Figure 1. Signal wires on met1.
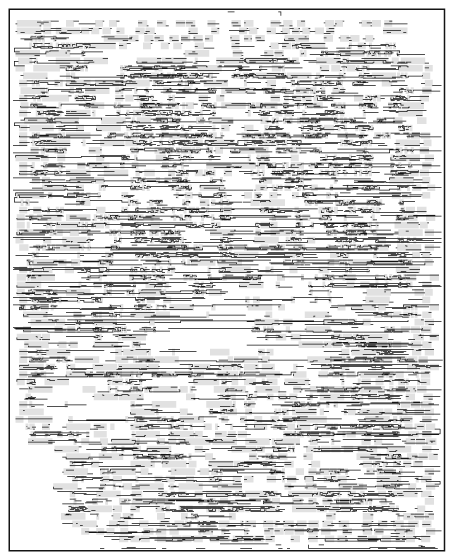
Figure 2. Metal 2.
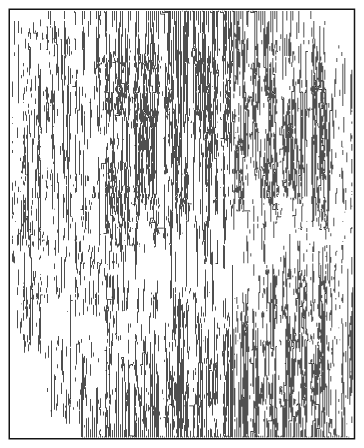
Figure 3. Met4 routing.
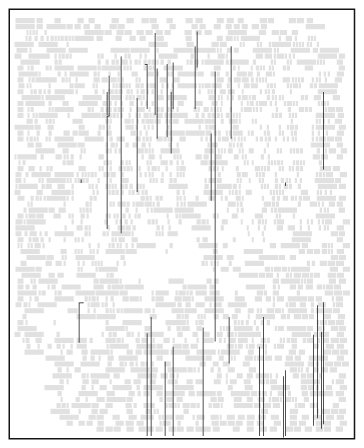
Figure 4. Local utilization.
Bar = 50 um. 16 x 20 tiles, from dark blue (low) to red (high), 0 to 100% covered.
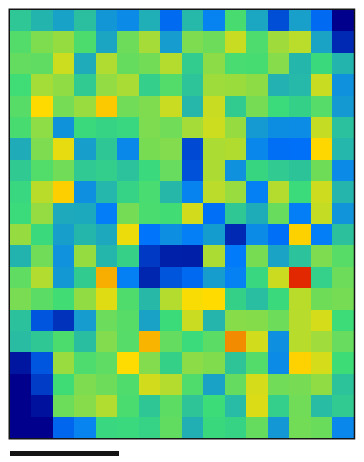
Figure 5. Routing congestion map.
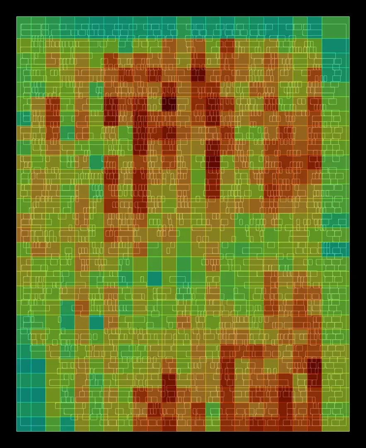
$ cat config.mk
export PLATFORM = sky130hd
export DESIGN_NAME = m_ctrl
export DESIGN_NICKNAME = d
export VERILOG_FILES = /design/src/rtl/m_ctrl.sv
export SDC_FILE = /design/constraint.sdc
export NUM_CORES = 1
export LEC_CHECK = 0
export ABC_AREA = 1
export CAP_MARGIN = 40
export CORE_ASPECT_RATIO = 1.25
export CORE_MARGIN = 1.5
export CORE_UTILIZATION = 34
export CTS_BUF_LIST = sky130_fd_sc_hd__clkbuf_8
export DETAILED_ROUTE_END_ITERATION = 7
export GPL_TIMING_DRIVEN = 0
export PLACE_DENSITY = 0.61
export SLEW_MARGIN = 30
export SYNTH_ARGS = -nofsm -noshare
export SYNTH_HDL_FRONTEND = slang
export SYNTH_SLANG_ARGS = --single-unit
$ cat constraint.sdc
create_clock -name clk -period 2 [get_ports clk]
set_input_delay 0.5 -clock clk [delete_from_list [all_inputs] [get_ports clk]]
set_output_delay 0.5 -clock clk [all_outputs]
set_load 0.03 [all_outputs]
$ cat src/rtl/m_ctrl.sv
// Sequencing controller for the RV32M arithmetic datapath: owns R/D/Z, steers the
// multiplier and divide-result muxes, and runs single-pass MUL or 32-step restoring DIV.
//
// state | meaning
// IDLE  | waiting for a request; in_ready high
// MUL   | one cycle, product captured into out_result
// DIV   | restoring-division iterations, one quotient bit per cycle
// FIX   | sign correction of quotient/remainder into out_result
// DONE  | result held until the core takes it
module m_ctrl #(
   parameter int XLEN      = 32,
   parameter int DIV_ITERS = 32
) (
   input  logic                  clk,
   input  logic                  resetn,
   input  logic                  in_valid,
   output logic                  in_ready,
   input  logic [2:0]            in_funct3,
   input  logic [XLEN-1:0]       in_rs1,
   input  logic [XLEN-1:0]       in_rs2,
   input  logic                  flush,
   output logic                  out_valid,
   input  logic                  out_ready,
   output logic [XLEN-1:0]       out_result,
   output logic                  busy,
   output logic [1:0]            mux_multA,
   output logic [1:0]            mux_multB,
   output logic                  mux_div_rem,
   output logic [XLEN-1:0]       R,
   output logic [2*XLEN-2:0]     D,
   output logic [XLEN-1:0]       Z,
   input  logic                  sub_neg,
   input  logic [XLEN-1:0]       sub_result,
   input  logic [XLEN-1:0]       div_rem,
   input  logic [XLEN-1:0]       div_rem_neg,
   input  logic [2*XLEN-1:0]     product
);

   localparam int CW = $clog2(DIV_ITERS);

   typedef enum logic [2:0] {
      S_IDLE,
      S_MUL,
      S_DIV,
      S_FIX,
      S_DONE
   } state_t;

   state_t          state, state_nxt;
   logic [2:0]      f3;
   logic            neg_q, neg_r;
   logic [CW-1:0]   cnt;
   logic            accept;

   logic            signed_op;
   logic [XLEN-1:0] abs_rs1, abs_rs2;

   // DIV and REM have funct3[0] = 0; DIVU/REMU use raw operands
   assign signed_op = in_funct3[2] & ~in_funct3[0];
   assign abs_rs1   = (signed_op & in_rs1[XLEN-1]) ? (~in_rs1 + 1'b1) : in_rs1;
   assign abs_rs2   = (signed_op & in_rs2[XLEN-1]) ? (~in_rs2 + 1'b1) : in_rs2;

   assign busy = (state != S_IDLE);

   always_comb begin
      state_nxt   = state;
      in_ready    = 1'b0;
      accept      = 1'b0;
      mux_multA   = 2'd2;
      mux_multB   = 2'd2;
      mux_div_rem = 1'b0;
      case (state)
         S_IDLE: begin
            in_ready = 1'b1;
            if (in_valid && !flush) begin
               accept    = 1'b1;
               state_nxt = in_funct3[2] ? S_DIV : S_MUL;
            end
         end
         S_MUL: begin
            case (f3[1:0])
               2'b01:   begin mux_multA = 2'd1; mux_multB = 2'd1; end
               2'b10:   begin mux_multA = 2'd1; mux_multB = 2'd0; end
               default: begin mux_multA = 2'd0; mux_multB = 2'd0; end
            endcase
            state_nxt = S_DONE;
         end
         S_DIV: begin
            if (cnt == CW'(DIV_ITERS - 1)) state_nxt = S_FIX;
         end
         S_FIX: begin
            mux_div_rem = ~f3[1];
            state_nxt   = S_DONE;
         end
         S_DONE: begin
            if (out_valid && out_ready) state_nxt = S_IDLE;
         end
         default: state_nxt = S_IDLE;
      endcase
      if (flush) state_nxt = S_IDLE;
   end

   always_ff @(posedge clk or negedge resetn) begin
      if (!resetn) begin
         state      <= S_IDLE;
         out_valid  <= 1'b0;
         out_result <= '0;
         R          <= '0;
         D          <= '0;
         Z          <= '0;
         f3         <= '0;
         neg_q      <= 1'b0;
         neg_r      <= 1'b0;
         cnt        <= '0;
      end else begin
         state <= state_nxt;
         // valid rises one cycle after entering DONE and drops on handshake or flush
         out_valid <= (state == S_DONE) && (state_nxt == S_DONE);
         if (!flush) begin
            case (state)
               S_IDLE: begin
                  if (accept) begin
                     f3    <= in_funct3;
                     neg_q <= signed_op & (in_rs1[XLEN-1] ^ in_rs2[XLEN-1]) & (in_rs2 != '0);
                     neg_r <= signed_op & in_rs1[XLEN-1];
                     if (in_funct3[2]) begin
                        R   <= abs_rs1;
                        D   <= {abs_rs2, {(XLEN-1){1'b0}}};
                        Z   <= '0;
                        cnt <= '0;
                     end else begin
                        R <= in_rs1;
                        D <= {in_rs2, {(XLEN-1){1'b0}}};
                     end
                  end
               end
               S_MUL: begin
                  out_result <= (f3[1:0] == 2'b00) ? product[XLEN-1:0] : product[2*XLEN-1:XLEN];
               end
               S_DIV: begin
                  if (!sub_neg) begin
                     R <= sub_result;
                     Z <= {Z[XLEN-2:0], 1'b1};
                  end else begin
                     Z <= {Z[XLEN-2:0], 1'b0};
                  end
                  D   <= D >> 1;
                  cnt <= cnt + 1'b1;
               end
               S_FIX: begin
                  out_result <= (f3[1] ? neg_r : neg_q) ? div_rem_neg : div_rem;
               end
               default: ;
            endcase
         end
      end
   end

endmodule
==> notes.md <==
Summed over the clock group, the power is 2550 uW. The total of flip-flops plus latches after synthesis is 172, and the area growth from synthesis to layout is 50.4%. In this run the static leakage power is 0.00762 uW. Counting every net in the synthesized netlist gives 1649. The first global-routing pass estimated 62.3 mm of wire.

The total stage count of the critical path was 6. Per Yosys stat, the portion of area used by sequential elements is 42.2%. OpenSTA lists the critical path startpoint as state[1]. Looking at the post-CTS report, the setup buffer insertion count equals 7. The tools report the area taken by multi-input logic gates as 5180 um2. The commonest register cell is dfrtp_1.

The layout report lists the combined flip-flop and latch area as 4310 um2. The logs give 4 for the H-tree depth reported by CTS and 120 ps for the reg2reg setup slack. The tools report the sum of overflow across all layers after global routing as 0. Register with the most flip-flops: D.

Per the synthesis report, the adder-cell share of the synthesized area is 0.736%. The global routing report lists met2 layer usage as 44.9%. Sequential power for this build is 4590 uW.

Per the CTS log, the root buffer master is clkbuf_8. Fraction of met3 tracks used by global routing: 5.89%. The flow ran to the end, but the final reports show violations.

Fraction of area in registers: 28.1%. Power attributed to combinational cells: 5250 uW. The final reports fail on negative setup slack.

HPWL after detailed placement: 32.0 mm. The report lists the cells along the critical path as inv_2, nor2_4, nand2_2, buf_8, nor2_4, buf_6. The layout buffering overhead excluding clock cells is 28.6%. Counting flops with a built-in enable in the synthesized netlist gives 0. Per the detail_route log, met3 wirelength is 2.91 mm. In this run the tool buffered the top-level ports with 399 buffer cells.

Subtracting the final worst setup slack from the clock period gives 2040 ps. Count of boundary I/O pins: 400. The capturing instance or port of the critical path is mux_div_rem. Total power for the finished layout comes to 12400 uW. The run gives 1 for the number of buffers added to fix hold violations after cts. Worst hold margin: 429 ps. The slowest stage of the critical path is the dfrtp_2 cell. The routability congestion estimate was 0.936; the well-tap cell count was 396. The initial utilization of the core area, before any placement, comes to 34.7%. With the post-detailed-route DRC marker count at 0, the initial detailed-routing violation count is 646.

Summed over all instances, the cell type with the most area after synthesis is dfrtp_1. The iteration count recorded for the first detailed-route pass is 5. The synthesis run shows multiplexers occupying 3.53% of the cell area. The logs give 2 for the buffer depth of the longest clock path and -41.6 ps for the final critical-path setup slack. The internal power component was 7260 uW; the distinct cell type count after synthesis was 43. After filler insertion, the fill cell instance count of the layout stands at 3006. Per the synth stats, the proportion of register bits with asynchronous set or reset is 100%. The number of diodes added for antenna fixing was 4. In this run the worst path has a maximum fanout of 3.

A synthesized cell averages 7.23 um2. The warning total across the stage logs is 29, and the mean routed wirelength per cell is 18.3 um. The flow reports an fmax of 490 MHz. The post-synthesis cell area is 10200 um2, and the total setup violations reported at the end of the flow is 1. Looking at the setup timing report, the critical path kind is flop to primary output. Per the cell usage report, the commonest logic cells after layout are nand2_1 (404), clkdlybuf4s50_1 (230), dfrtp_1 (169), nor2_1 (169), dlygate4sd2_1 (160). Logged for this run, the post-placement worst setup slack is -741 ps. The fraction of layout cells with a size suffix above 1 was 9.90%; the post-route clock skew was 12.3 ps. The number of clock buffers in the layout is 18, and the number of pins exceeding their max-slew limit in the final report is 0. Per the layout report, the design carries 147 non-clock inverters. The prevailing logic family in the synthesized netlist is simple AND/OR/NAND/NOR gates.

The register with the most flip-flops in the layout has 63 of them. On the reported timing paths, the clock transition at the registers reads 90 ps.
-- Figure 1 (at the start) --
nets with wire on the layer = 1903
share of all routed wire = 41%
main direction = horizontal
longest straight run = 67.6 um

-- Figure 2 (at the start) --
wire length on this layer = 20.0 mm
longest straight run = 72.1 um
share of all routed wire = 49%
main direction = vertical

-- Figure 3 (at the start) --
main direction = vertical
longest straight run = 124 um
nets with wire on the layer = 30

-- Figure 4 (at the start) --
tiles over 75% full = 3.4%
fullest tile = 96%
nearly empty tiles = 1.6%
mean over tiles = 48%

-- Figure 5 (at the start) --
most congested layer reported by global routing: met2
GRT Util Overall: 26.4%
post-layout utilization of the core: 52.1%
met1 Resource Use GR: 32.2%

Power and IR drop assume default switching activity.
